run_1/final_clocks.png
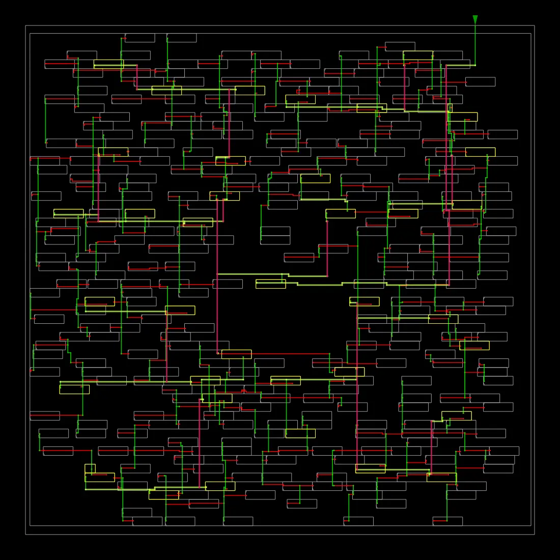
run_1/metal_stack.png
Drawn at 2 px/µm.
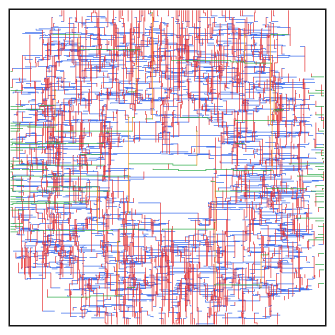
run_1/pdn.png
Drawn at 2 px/µm. Pins as bars on the die edge. Tap cells in grey.
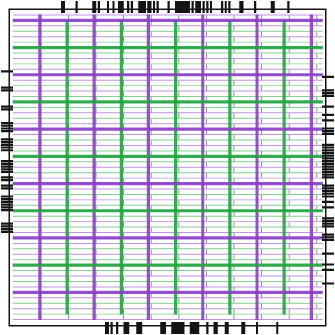
--- config.mk ---
export PLATFORM = sky130hd
export DESIGN_NAME = pia_routing_config_writer_flat
export DESIGN_NICKNAME = d
export VERILOG_FILES = /design/src/rtl/pia_config_pkg.sv /design/src/rtl/pia_routing_config_writer_if.sv /design/src/rtl/pia_config_shift_register.sv /design/src/rtl/pia_routing_config_writer.sv /design/src/flat_wrapper.sv
export SDC_FILE = /design/constraint.sdc
export NUM_CORES = 1
export LEC_CHECK = 0
export CAP_MARGIN = 15
export CORE_UTILIZATION = 50
export CTS_CLUSTER_SIZE = 10
export DETAILED_ROUTE_END_ITERATION = 7
export PLACE_DENSITY = 0.76
export SLEW_MARGIN = 20
export SYNTH_ARGS = -nofsm -noshare
export SYNTH_HDL_FRONTEND = slang
export SYNTH_HIERARCHICAL = 1
export SYNTH_SLANG_ARGS = --single-unit
--- constraint.sdc ---
create_clock -name clock -period 4.9 [get_ports clock]
set_input_delay 0.98 -clock clock [delete_from_list [all_inputs] [get_ports clock]]
set_output_delay 0.98 -clock clock [all_outputs]
set_load 0.005 [all_outputs]
--- src/rtl/pia_config_pkg.sv ---
// pia_config_pkg
// Shared definitions for the PIA routing configuration loader: the routing
// word width consumed by the PIA-to-LAB selector, the bit-counter width
// derived from it, and the loader state encoding.
package pia_config_pkg;

    localparam int PIA_TO_LAB_ROUTING_BIT_COUNT = 144;
    localparam int CNT_W = $clog2(PIA_TO_LAB_ROUTING_BIT_COUNT);

    typedef enum logic [1:0] {
        IDLE   = 2'd0,
        SHIFT  = 2'd1,
        PARITY = 2'd2
    } cfg_state_e;

endpackage

--- src/rtl/pia_routing_config_writer_if.sv ---
// pia_routing_config_writer_if
// Groups the serial load handshake and the configuration outputs of the
// routing configuration loader.
//   load_start          master->slave  one-cycle request to (re)start a load
//   serial_data         master->slave  configuration / parity bit
//   serial_valid        master->slave  serial_data is valid
//   serial_ready        slave->master  loader accepts a bit this cycle
//   configuration       slave->master  active routing word for the selector
//   configuration_valid slave->master  configuration holds a committed word
//   busy                slave->master  load in progress
//   load_done           slave->master  one-cycle pulse on commit
//   parity_error        slave->master  sticky, last load failed parity
interface pia_routing_config_writer_if
    import pia_config_pkg::*;
#(
    parameter int BIT_COUNT = PIA_TO_LAB_ROUTING_BIT_COUNT
);

    logic                 load_start;
    logic                 serial_data;
    logic                 serial_valid;
    logic                 serial_ready;
    logic [BIT_COUNT-1:0] configuration;
    logic                 configuration_valid;
    logic                 busy;
    logic                 load_done;
    logic                 parity_error;

    modport master (
        output load_start,
        output serial_data,
        output serial_valid,
        input  serial_ready,
        input  configuration,
        input  configuration_valid,
        input  busy,
        input  load_done,
        input  parity_error
    );

    modport slave (
        input  load_start,
        input  serial_data,
        input  serial_valid,
        output serial_ready,
        output configuration,
        output configuration_valid,
        output busy,
        output load_done,
        output parity_error
    );

endinterface

--- src/rtl/pia_config_shift_register.sv ---
// pia_config_shift_register
// Shadow register for an incoming routing word plus a running XOR of every
// bit shifted in. Bits enter at the MSB and move toward the LSB, so after
// WIDTH shifts the first bit received sits in shadow[0].
//   clock, reset  system clock, async active-high reset
//   clear         zero shadow and accumulator (wins over shift_en)
//   shift_en      shift bit_in into the MSB and fold it into the accumulator
//   bit_in        incoming serial bit
//   shadow        assembled word
//   parity_acc    XOR of all bits shifted in since the last clear
module pia_config_shift_register #(
    parameter int WIDTH = 144
) (
    input  logic             clock,
    input  logic             reset,
    input  logic             clear,
    input  logic             shift_en,
    input  logic             bit_in,
    output logic [WIDTH-1:0] shadow,
    output logic             parity_acc
);

    always_ff @(posedge clock or posedge reset) begin
        if (reset) begin
            shadow     <= '0;
            parity_acc <= 1'b0;
        end else if (clear) begin
            shadow     <= '0;
            parity_acc <= 1'b0;
        end else if (shift_en) begin
            shadow     <= {bit_in, shadow[WIDTH-1:1]};
            parity_acc <= parity_acc ^ bit_in;
        end
    end

endmodule

--- src/rtl/pia_routing_config_writer.sv ---
// pia_routing_config_writer
// Serially loads a routing word into a shadow register, checks an odd
// parity trailer bit, and only then commits the word to the selector, so
// the selector never sees a partial or corrupt word.
//   clock  system clock, rising edge
//   reset  async active-high reset; clears every output including a
//          previously committed configuration
//   bus    pia_routing_config_writer_if.slave (handshake + config outputs)
//
// state  | meaning
// -------+---------------------------------------------------------------
// IDLE   | no load in progress, serial_ready low
// SHIFT  | accepting routing bits, counter tracks bits received
// PARITY | all routing bits in, waiting for the odd parity trailer bit
module pia_routing_config_writer
    import pia_config_pkg::*;
(
    input  logic                               clock,
    input  logic                               reset,
    pia_routing_config_writer_if.slave         bus
);

    localparam int                BIT_COUNT = PIA_TO_LAB_ROUTING_BIT_COUNT;
    localparam logic [CNT_W-1:0]  LAST_BIT  = CNT_W'(BIT_COUNT - 1);

    cfg_state_e           state_q, state_d;
    logic [CNT_W-1:0]     cnt_q, cnt_d;
    logic                 ready_q;
    logic                 busy_q;
    logic                 done_q;
    logic                 perr_q;
    logic                 cfg_valid_q;
    logic [BIT_COUNT-1:0] cfg_q;

    logic                 xfer;
    logic                 clear;
    logic                 shift_en;
    logic                 commit;
    logic                 fail;
    logic [BIT_COUNT-1:0] shadow;
    logic                 parity_acc;

    pia_config_shift_register #(
        .WIDTH (BIT_COUNT)
    ) u_shift (
        .clock      (clock),
        .reset      (reset),
        .clear      (clear),
        .shift_en   (shift_en),
        .bit_in     (bus.serial_data),
        .shadow     (shadow),
        .parity_acc (parity_acc)
    );

    // load_start is checked before any transfer in every state so that a
    // restart discards a bit offered in the same cycle.
    always_comb begin
        state_d  = state_q;
        cnt_d    = cnt_q;
        clear    = 1'b0;
        shift_en = 1'b0;
        commit   = 1'b0;
        fail     = 1'b0;
        xfer     = bus.serial_valid && ready_q;

        if (bus.load_start) begin
            state_d = SHIFT;
            cnt_d   = '0;
            clear   = 1'b1;
        end else begin
            case (state_q)
                IDLE: begin
                    state_d = IDLE;
                end
                SHIFT: begin
                    if (xfer) begin
                        shift_en = 1'b1;
                        // Counter holds at the last index instead of
                        // stepping past it, so it can never wrap.
                        if (cnt_q == LAST_BIT) begin
                            state_d = PARITY;
                        end else begin
                            cnt_d = cnt_q + 1'b1;
                        end
                    end
                end
                PARITY: begin
                    if (xfer) begin
                        state_d = IDLE;
                        if (parity_acc ^ bus.serial_data) begin
                            commit = 1'b1;
                        end else begin
                            fail = 1'b1;
                        end
                    end
                end
                default: begin
                    state_d = IDLE;
                end
            endcase
        end
    end

    // ready/busy are registered from the next state so no input reaches an
    // output combinationally.
    always_ff @(posedge clock or posedge reset) begin
        if (reset) begin
            state_q     <= IDLE;
            cnt_q       <= '0;
            ready_q     <= 1'b0;
            busy_q      <= 1'b0;
            done_q      <= 1'b0;
            perr_q      <= 1'b0;
            cfg_valid_q <= 1'b0;
            cfg_q       <= '0;
        end else begin
            state_q <= state_d;
            cnt_q   <= cnt_d;
            ready_q <= (state_d != IDLE);
            busy_q  <= (state_d != IDLE);
            done_q  <= commit;
            if (clear) begin
                perr_q <= 1'b0;
            end else if (fail) begin
                perr_q <= 1'b1;
            end
            if (commit) begin
                cfg_q       <= shadow;
                cfg_valid_q <= 1'b1;
            end
        end
    end

    assign bus.serial_ready        = ready_q;
    assign bus.busy                = busy_q;
    assign bus.load_done           = done_q;
    assign bus.parity_error        = perr_q;
    assign bus.configuration       = cfg_q;
    assign bus.configuration_valid = cfg_valid_q;

endmodule

--- src/flat_wrapper.sv ---
// flat-port wrapper written by rule: the top's interface ports become plain ports
module pia_routing_config_writer_flat import pia_config_pkg::*;
  (clock, reset, bus_load_start, bus_serial_data, bus_serial_valid, bus_serial_ready, bus_configuration, bus_configuration_valid, bus_busy, bus_load_done, bus_parity_error);
  pia_routing_config_writer_if bus_i ();
  input  logic clock;
  input  logic reset;
  input wire logic [$bits(bus_i.load_start)-1:0] bus_load_start;
  input wire logic [$bits(bus_i.serial_data)-1:0] bus_serial_data;
  input wire logic [$bits(bus_i.serial_valid)-1:0] bus_serial_valid;
  output wire logic [$bits(bus_i.serial_ready)-1:0] bus_serial_ready;
  output wire logic [$bits(bus_i.configuration)-1:0] bus_configuration;
  output wire logic [$bits(bus_i.configuration_valid)-1:0] bus_configuration_valid;
  output wire logic [$bits(bus_i.busy)-1:0] bus_busy;
  output wire logic [$bits(bus_i.load_done)-1:0] bus_load_done;
  output wire logic [$bits(bus_i.parity_error)-1:0] bus_parity_error;
  assign bus_i.load_start = bus_load_start;
  assign bus_i.serial_data = bus_serial_data;
  assign bus_i.serial_valid = bus_serial_valid;
  assign bus_serial_ready = bus_i.serial_ready;
  assign bus_configuration = bus_i.configuration;
  assign bus_configuration_valid = bus_i.configuration_valid;
  assign bus_busy = bus_i.busy;
  assign bus_load_done = bus_i.load_done;
  assign bus_parity_error = bus_i.parity_error;
  pia_routing_config_writer u_core (.clock(clock), .reset(reset), .bus(bus_i));
endmodule
==> notes.md, run 1 <==
Notes on the flow outputs.

- The net switching share of the total power reads 20.6%.
- The logs give a warning total of 31.
- The remaining routing DRC violations reads 0.
- By count the netlist is led by 303 x dfrtp_1, 154 x nor2_1, 146 x mux2i_1.
- Per the detail_route log, met2 wirelength is around 10000 µm.
- After layout, the inverter instance count without clock inverters stands at 5.
- The worst hold path begins at u_core/bus.configuration_valid.
- The post-synthesis sequential area ratio reads 62.7%.
- The clock root buffer is clkbuf_16.
- Internal power comes to 3870 µW.
- The area of the die reads 24800 µm².
- Setup repair after global routing left no endpoint under its margin.
- The I/O pin count is about 150.
- The setup path with the least slack is of type in -> reg.
- The largest fanout on the critical path is about 80.
- After synthesis, the cell types taking the most area are dfrtp_1 63%, mux2_1 13%, mux2i_1 12%.
- The flow measured a signed area growth from synthesis to layout of 20.6%.
- The filler-free cell count of the finished design reads approximately 1300.
- For this run the aggregate overflow at the end of global routing stands at 0.
- From the final report, the count of setup violators was given as 0.
- The count of final max-slew check failures reads 0.
- The most crowded layer after global routing is met2.
- The post-synth design cell area reads approximately 12000 µm².
- The per-cell via count in the routed design reads roughly 5.2.
- The measured slew at the worst slew-check pin is about 970 ps.
- The global-route usage over all layers reads approximately 18%.
- The launching instance or port of the critical path is bus_serial_valid.
- Looking at the hold checks, the worst path lands on u_core/bus.configuration_valid.
- The cts-stage hold buffer count reads 0.
- The launch instance of the worst register-to-register path is u_core/state_q[1].
- Gates resized during post-CTS repair numbered 0.
- The total instance count after detailed placement is around 1300.
- The register cell area after layout reads around 7600 µm².
- The flow ran to the end, and the final reports show no timing, DRC or antenna violations.
- Per the post-run analysis, buffers plus inverters along the critical path come to 2.
Notes on final_clocks.png above:
Clock buffer cells: 38
power drawn by the clock network: 2220 µW
Skew-Pair Late Insertion Delay: 490 ps
Seq Cell Count: 303

Notes on metal_stack.png above:
| colour | layer | wire length |
|---|---|---|
| green | met3 | 1150 µm |
| orange | met4 | 388 µm |
| red | met2 | 10500 µm |
| blue | met1 | 10200 µm |

Notes on pdn.png above:
| colour | net |
|---|---|
| purple | VSS |
| green | VDD |
met5 straps: 11
met4 straps: 11

-- run 1: metrics by stage --
| step | setup slack [ps] | total power [µW] | cell area (µm²) | utilization [%] |
|---|---|---|---|---|
| finish | 2020 | 4880 | 14600 | 61.7 |
| global route | 1920 | 5070 | 14600 | 61.7 |
| CTS | 2090 | 4960 | 14600 | 61.7 |
| detailed placement | 1580 | 2710 | 13600 | 57.8 |
| global placement | 1630 | 2710 | 13600 | 57.8 |
| floorplan | 25.4 | 2680 | 12100 | - |
-- run 1: placed cells by master, fill, tap and decap left out, drive strengths merged, types with 4 or more instances in the layout --
master           n
mux2           144
inv              4
clkdlybuf4s50  152
clkbuf          38
nor2           154
nand3            5
a21oi            5
xnor2            4
dfrtp          303
buf              8
mux2i          146
run_1/met3.png
Drawn at 2 px/µm. Cells faint in the background.
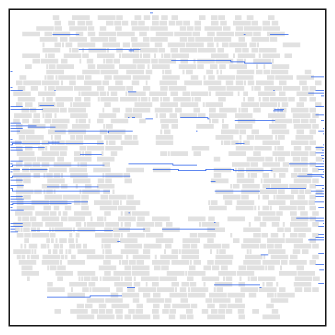

==> run 1 -> run 2 <==
Clock period 4.9 ns to 2.5 ns, I/O delays scaled along.
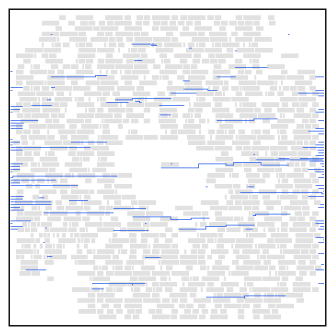
run_2/met3.png
Drawn at 2 px/µm. Cells faint in the background.
main direction: horizontal
nets with wire on the layer: 93
wire length on this layer: 1130 µm
share of all routed wire: 4.9%

==> run 2 against run 1 <==
Clock power rose by 100%. Worst setup slack worse by 1600 ps. Via count is 2.6% higher. Die size unchanged. Design area is 2.6% higher. Critical endpoint is now bus_serial_ready. Highest routed layer unchanged.
==> notes.md, run 2 <==
Notes on the flow outputs.

- The run finished with clean final reports.
- The leakage component of the power is 0.00706 µW.
- The remaining routing DRC violations reads 0.
- The post-placement worst setup slack is between 100 and 150 ps.
- The share of the core area taken by cells at floorplan is between 50% and 60%.
- The layout-stage area growth over the synthesis result reads 23.7%.
- In this run, post-CTS hold repair placed 0 buffers.
- Setup repair after global routing left no endpoint under its margin.
- The final core area utilization is between 60% and 70%.
- The family with the most delay on the worst path is buffers and inverters.
- The number of antenna violations at the first check in global routing came to 0.
- The end point of the most critical hold path reads u_core/cnt_q[0].
- The post-synthesis cell type with the largest combined area is dfrtp_1.
- Data on the critical path arrives at its endpoint at ~1500 ps.
- The number of synthesized flops with an enable pin reads 0.
- The synthesized instance count is between 800 and 900.
- After synthesis, the most frequently instantiated cells are 303 x dfrtp_1, 154 x nor2_1, 146 x mux2i_1.
- The area of the die is roughly 25000 µm².
- For the pin with the worst max-slew slack, the measured transition is 949 ps.
- The core region area reads around 24000 µm².
- The power dissipated in combinational cells is around 320 µW.
- The sum of internal, switching and leakage power reads 9720 µW.
- The worst clock skew on the final layout reads ~7.5 ps.
- The critical path start-end classification reads reg -> out.
- The report lists the cells along the critical path as clkdlybuf4s50_1.
- The final setup violation count reads 0.
- The launch instance of the worst register-to-register path is u_core/state_q[1].
- The height of the die is 158 µm.
- The required time reported for the critical path endpoint reads approximately 2000 ps.
- The post-synthesis sequential area ratio is between 60 and 70%.
- The I/O pin count reads 154.
- Counting flops and latches in the post-synthesis netlist gives ~300.
- The number of post-CTS setup repair buffers is 0.
- The total number of nets in the final design reads 1025.
- The fraction of registers with async set/reset reads 100%.
- The count of antenna diodes in the layout reads 0.
- Per the OpenROAD power report, switching power amounts to 2030 µW.
- The final weighted congestion of routability-driven global placement is 0.790.
- Hold analysis shows the worst path with a depth of 2.
- The cell area after layout is around 15000 µm².
- The portion of the clock cycle consumed by the worst path in the final layout reads around four fifths.
- After detailed placement, the design holds a cell count of about 1300.
- Of the total power, combinational logic draws about 3.3%.
- The power density normalized to cell area reads between 600 and 700 nW/µm².
- The instance count on the critical path reads 1.
- The wire length of the first global-routing pass is between 30000 and 40000 µm.
- The number of warnings reported in the yosys synthesis log is 6.
- The launch instance of the worst min-delay path is bus_load_start.
- The worst path meets setup with between 400 and 500 ps of slack.
- Net switching is 20.9% of the power.
- In the final report, the number of pins over their slew limit comes to 0.
- The clock root buffer reads clkbuf_16.
- Global routing used 19.8% of the available tracks.
- The flop-to-flop setup slack reads 530 ps.
- The worst setup path endpoint is bus_serial_ready.
- Per the STA report, the cell with the highest stage delay on the worst path is clkdlybuf4s50_1.
- The filler-free cell count of the finished design is around 1300.
- The residual overflow from global routing reads 0.
- The cell count in the Yosys report is between 800 and 900.
- Before any placement, the netlist area is recorded as between 10000 and 15000 µm².
- The stage logs contain a warning count of 30.
- The post-cts resize count is 0.
- In this run the deepest clock path goes through 3 buffers.
- The longest individual stage delay on the worst path is around 580 ps.
- The number of nets in the synthesized netlist reads 853.
- The CTS report gives the tree buffer count as 36.
- Ranked by total cell area, the synthesized netlist is headed by dfrtp_1 63%, mux2_1 13%, mux2i_1 12%.
- The via count of the first global-routing pass is 7354.
- The highest-count logic cell in the final layout reads dfrtp_1.
- The TritonCTS clock tree reads done.
- The number of placement rows is around 56.
- The internal power component is around 7700 µW.
- The path class of the lowest-slack min-delay path reads in -> reg.
- As reported, the later end of the worst-skew pair has a clock insertion delay of 490 ps.
- Per the run summary, max-cap violations total 0.
- Per the synthesis report, the single largest cell type by area occupies around 63% of cell area.
- The tightest hold path in the finished design has a slack of between 200 and 300 ps.
- In the layout the commonest cells are 303 x dfrtp_1, 153 x nor2_1, 152 x clkdlybuf4s50_1, 146 x mux2i_1, 144 x mux2_1.
- The part of the power in the clock network reads 46.0%.
- The violation tally recorded at the end of detailed-routing iteration 0 is approximately 340.
- The launching instance or port of the critical path reads u_core/bus.busy.
- The critical path maximum fanout is 9.
- Per report_power, the sequential group accounts for about half of the total.
- The number of buffers and inverters on the critical path is 1.
- The top cell type by instance count after synthesis is dfrtp_1.
- Looking at the VDD voltage map, the peak drop is 0.413 mV.
- The H-tree was split into 2 levels.
- The post-place instance area is 14000 µm².
- The per-cell via count in the routed design reads about 5.2.
- The clock transition at the registers of the reported paths reads roughly 60 ps.
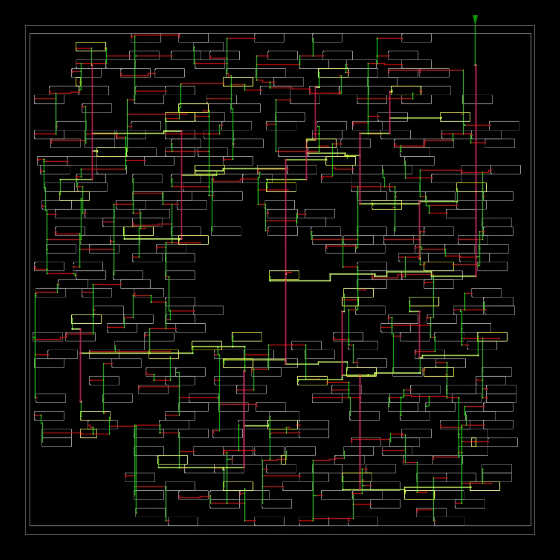
run_2/final_clocks.png
number of sinks on the clock net: 303
power drawn by the clock network: 4470 µW

run 2: cell type report:
type / count / area, µm² / share of cell area [%]
Sequential cell: 303 / 7580 / 50.7
Multi-Input combinational cell: 486 / 4000 / 26.7
Timing Repair Buffer: 185 / 1980 / 13.3
Clock buffer: 42 / 965 / 6.45
Tap cell: 319 / 399 / 2.67
Inverter: 5 / 26.3 / 0.176
run 2: metal layers:
metal / wire length, µm / track usage (%)
met5: 0 / 0
met4: 420 / 5.36
met3: 1130 / 4.05
met2: 11300 / 32.3
met1: 10400 / 26.8
run 2: kinds of logic after synthesis:
logic type / Yosys count / synth area share [%]
simple gates: 175 / 6.05
compound gates: 12 / 0.724
xor+xnor: 6 / 0.435
mux: 290 / 25.5
fa+ha+maj: 3 / 0.310
flops: 303 / 62.7
buf+inv: 56 / 4.26
run_2/met2.png
Drawn at 2 px/µm.
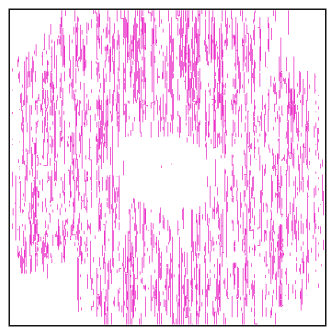

==> run 2 -> run 3 <==
Settings changed: CORE_UTILIZATION 50 to 55, PLACE_DENSITY 0.76 to 0.79.
Clock period 2.5 ns to 2.1 ns, I/O delays scaled along.
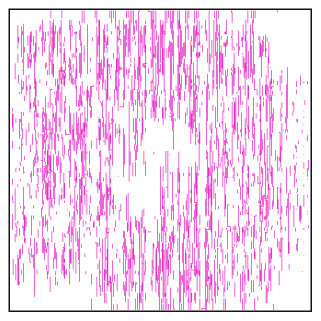
run_3/met2.png
Drawn at 2 px/µm.
longest straight run: 44.0 µm
nets with wire on the layer: 941

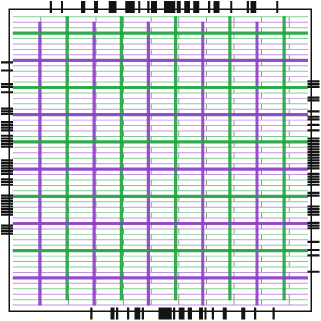
run_3/pdn.png
Drawn at 2 px/µm. Pins as bars on the die edge. Tap cells in grey.
| colour | net |
|---|---|
| green | VDD |
| purple | VSS |
met4 straps: 10
tap cells: 275

==> run 3 against run 2 <==
Final cell count decreased by 2.6%. Via count decreased by 0.24%. Synthesized cell count unchanged. Total power increased by 20%. Largest cell class unchanged.
==> notes.md, run 3 <==
Notes on the flow outputs.

- The core region area is between 20000 and 25000 µm².
- The clock root buffer reads clkbuf_16.
- Between clock sinks in the finished design, the worst skew comes to 18.2 ps.
- The maximum root-to-sink buffer count is 3.
- The cell area after layout is between 15000 and 20000 µm².
- The fraction of registers with async set/reset is 100%.
- The arrival time at the worst endpoint reads between 1500 and 2000 ps.
- The clock-cell share of area is roughly 6.6%.
- The share of Yosys cell area claimed by the top area cell type is between 60% and 70%.
- The report lists the number of cells resized after CTS as 0.
- The leakage component of the power is around 0.0071 µW.
- The layout-stage area growth over the synthesis result reads 24.4%.
- The wire length of the first global-routing pass is 39000 µm.
- The critical path is of the reg -> out type.
- The number of DRC markers after the initial detailed-route iteration is 293.
- Ranked by total cell area, the synthesized netlist is headed by dfrtp_1 63%, mux2_1 13%, mux2i_1 12%.
- The multiplexer fraction of the synthesized cell area reads about a quarter.
- The AND-OR/OR-AND share of the synthesized area reads 0.724%.
- The required time reported for the critical path endpoint is roughly 1700 ps.
- The total overflow left after global routing is 0.
- The combinational share of power is 3.5%.
- Traced cell by cell, the critical path runs through clkdlybuf4s50_1.
- The final worst setup slack reads about 170 ps.
- The fraction of area in multi-input gates is between 20% and 30%.
- The buffer-and-inverter tally for the worst setup path reads 1.
- The synthesis log from Yosys contains 6 warnings.
- Looking at the VDD voltage map, the peak drop is between 0.5 and 0.6 mV.
- The internal power component is roughly 9000 µW.
- The post-place instance area is ~14000 µm².
- The number of post-CTS setup repair buffers reads 0.
- Per the detail_route report, DRC violations left total 0.
- By area, flip-flops and latches come first.
- The synthesized netlist devotes less than 1% of its cell area to XOR and XNOR gates.
- The number of multi-input combinational cells in the layout reads about 500.
- The portion of total power attributed to sequential cells reads between 50% and 60%.
- The logic area is around 4000 µm².
- The sum of internal, switching and leakage power is between 10000 and 15000 µW.
- The top cell type by instance count after synthesis is dfrtp_1.
- The vertical die dimension reported for this design is roughly 150 µm.
- The run finished with clean final reports.
- Counting instances in the post-synthesis netlist gives the leading cell types as 303 x dfrtp_1, 154 x nor2_1, 146 x mux2i_1.
- Dividing total power by cell area gives a power density of ~800 nW/µm².
- In this design, the stage delay of the slowest critical-path cell is 570 ps.
- In the layout the commonest cells are 303 x dfrtp_1, 153 x nor2_1, 152 x clkdlybuf4s50_1, 146 x mux2i_1, 144 x mux2_1.
- The number of antenna violations at the first check in global routing reads 0.
- The count of antenna diodes in the layout reads 0.
- Before any placement, the netlist area is recorded as 12100 µm².
- The total CTS buffers is 36.
- The global-route usage over all layers reads ~22%.
- The warning total across the stage logs reads 28.
- The main logic family after synthesis is multiplexers.
- The total number of nets in the final design is slightly above 1000.
- The flop and latch count out of synthesis is roughly 300.
- The count of final max-slew check failures is 0.
- The final core area utilization is between 70% and 80%.
- The most critical hold endpoint after final layout shows a slack of roughly 330 ps.
- The pre-CTS setup check shows a worst slack of -192 ps.
- The buffer share of cell area is between 10 and 15%.
- The count of clock-net buffers in the final layout reads 39.
- The final weighted congestion of routability-driven global placement is ~0.76.
- The portion of the clock cycle consumed by the worst path in the final layout reads between 90 and 100%.
- The highest-delay cell along the critical path is clkdlybuf4s50_1.
- The number of buffers other than clock buffers in the final layout reads around 190.
- The register cell area after layout is 7580 µm².
- The cts-stage hold buffer count is 0.
- The post-synthesis cell type with the largest combined area is dfrtp_1.
- The net switching share of the total power reads slightly above 20%.
- The basic-gate share of the synthesized area counting and, or, nand and nor cells is around 6.1%.
- The tap cell count is ~280.
- The sequential cell count of the final layout reads between 300 and 400.
- The number of synthesized flops with an enable pin is 0.
[run 3: cell counts after synthesis]
No cell type changed its count.
[run 3: routing by layer]
layer	wire length (µm)	up-vias	track usage (%)
met1	10900	3569	30.8
met5	0	-	0
li1	-	3231	-
met3	992	24	4.42
met2	11100	137	35.7
met4	271	0	5.10
[run 3: worst paths after layout]
path | startpoint | end | slack [ps] | depth (start not counted)
setup / recovery | u_core/bus.busy | bus_serial_ready | 170 | 1
hold / removal | bus_load_start | u_core/bus.load_done | 330 | 3
setup reg to reg | u_core/state_q[0] | u_core/bus.configuration[69] | 180 | 7
hold reg to reg | u_core/bus.configuration[124] | u_core/bus.configuration[124] | 480 | 1
max in group asynchronous | reset | u_core/u_shift/shadow[82] | 1130 | 3
min in group asynchronous | reset | u_core/u_shift/shadow[112] | 460 | 2
No activity file was given, so power comes from the tool's default toggle rates.
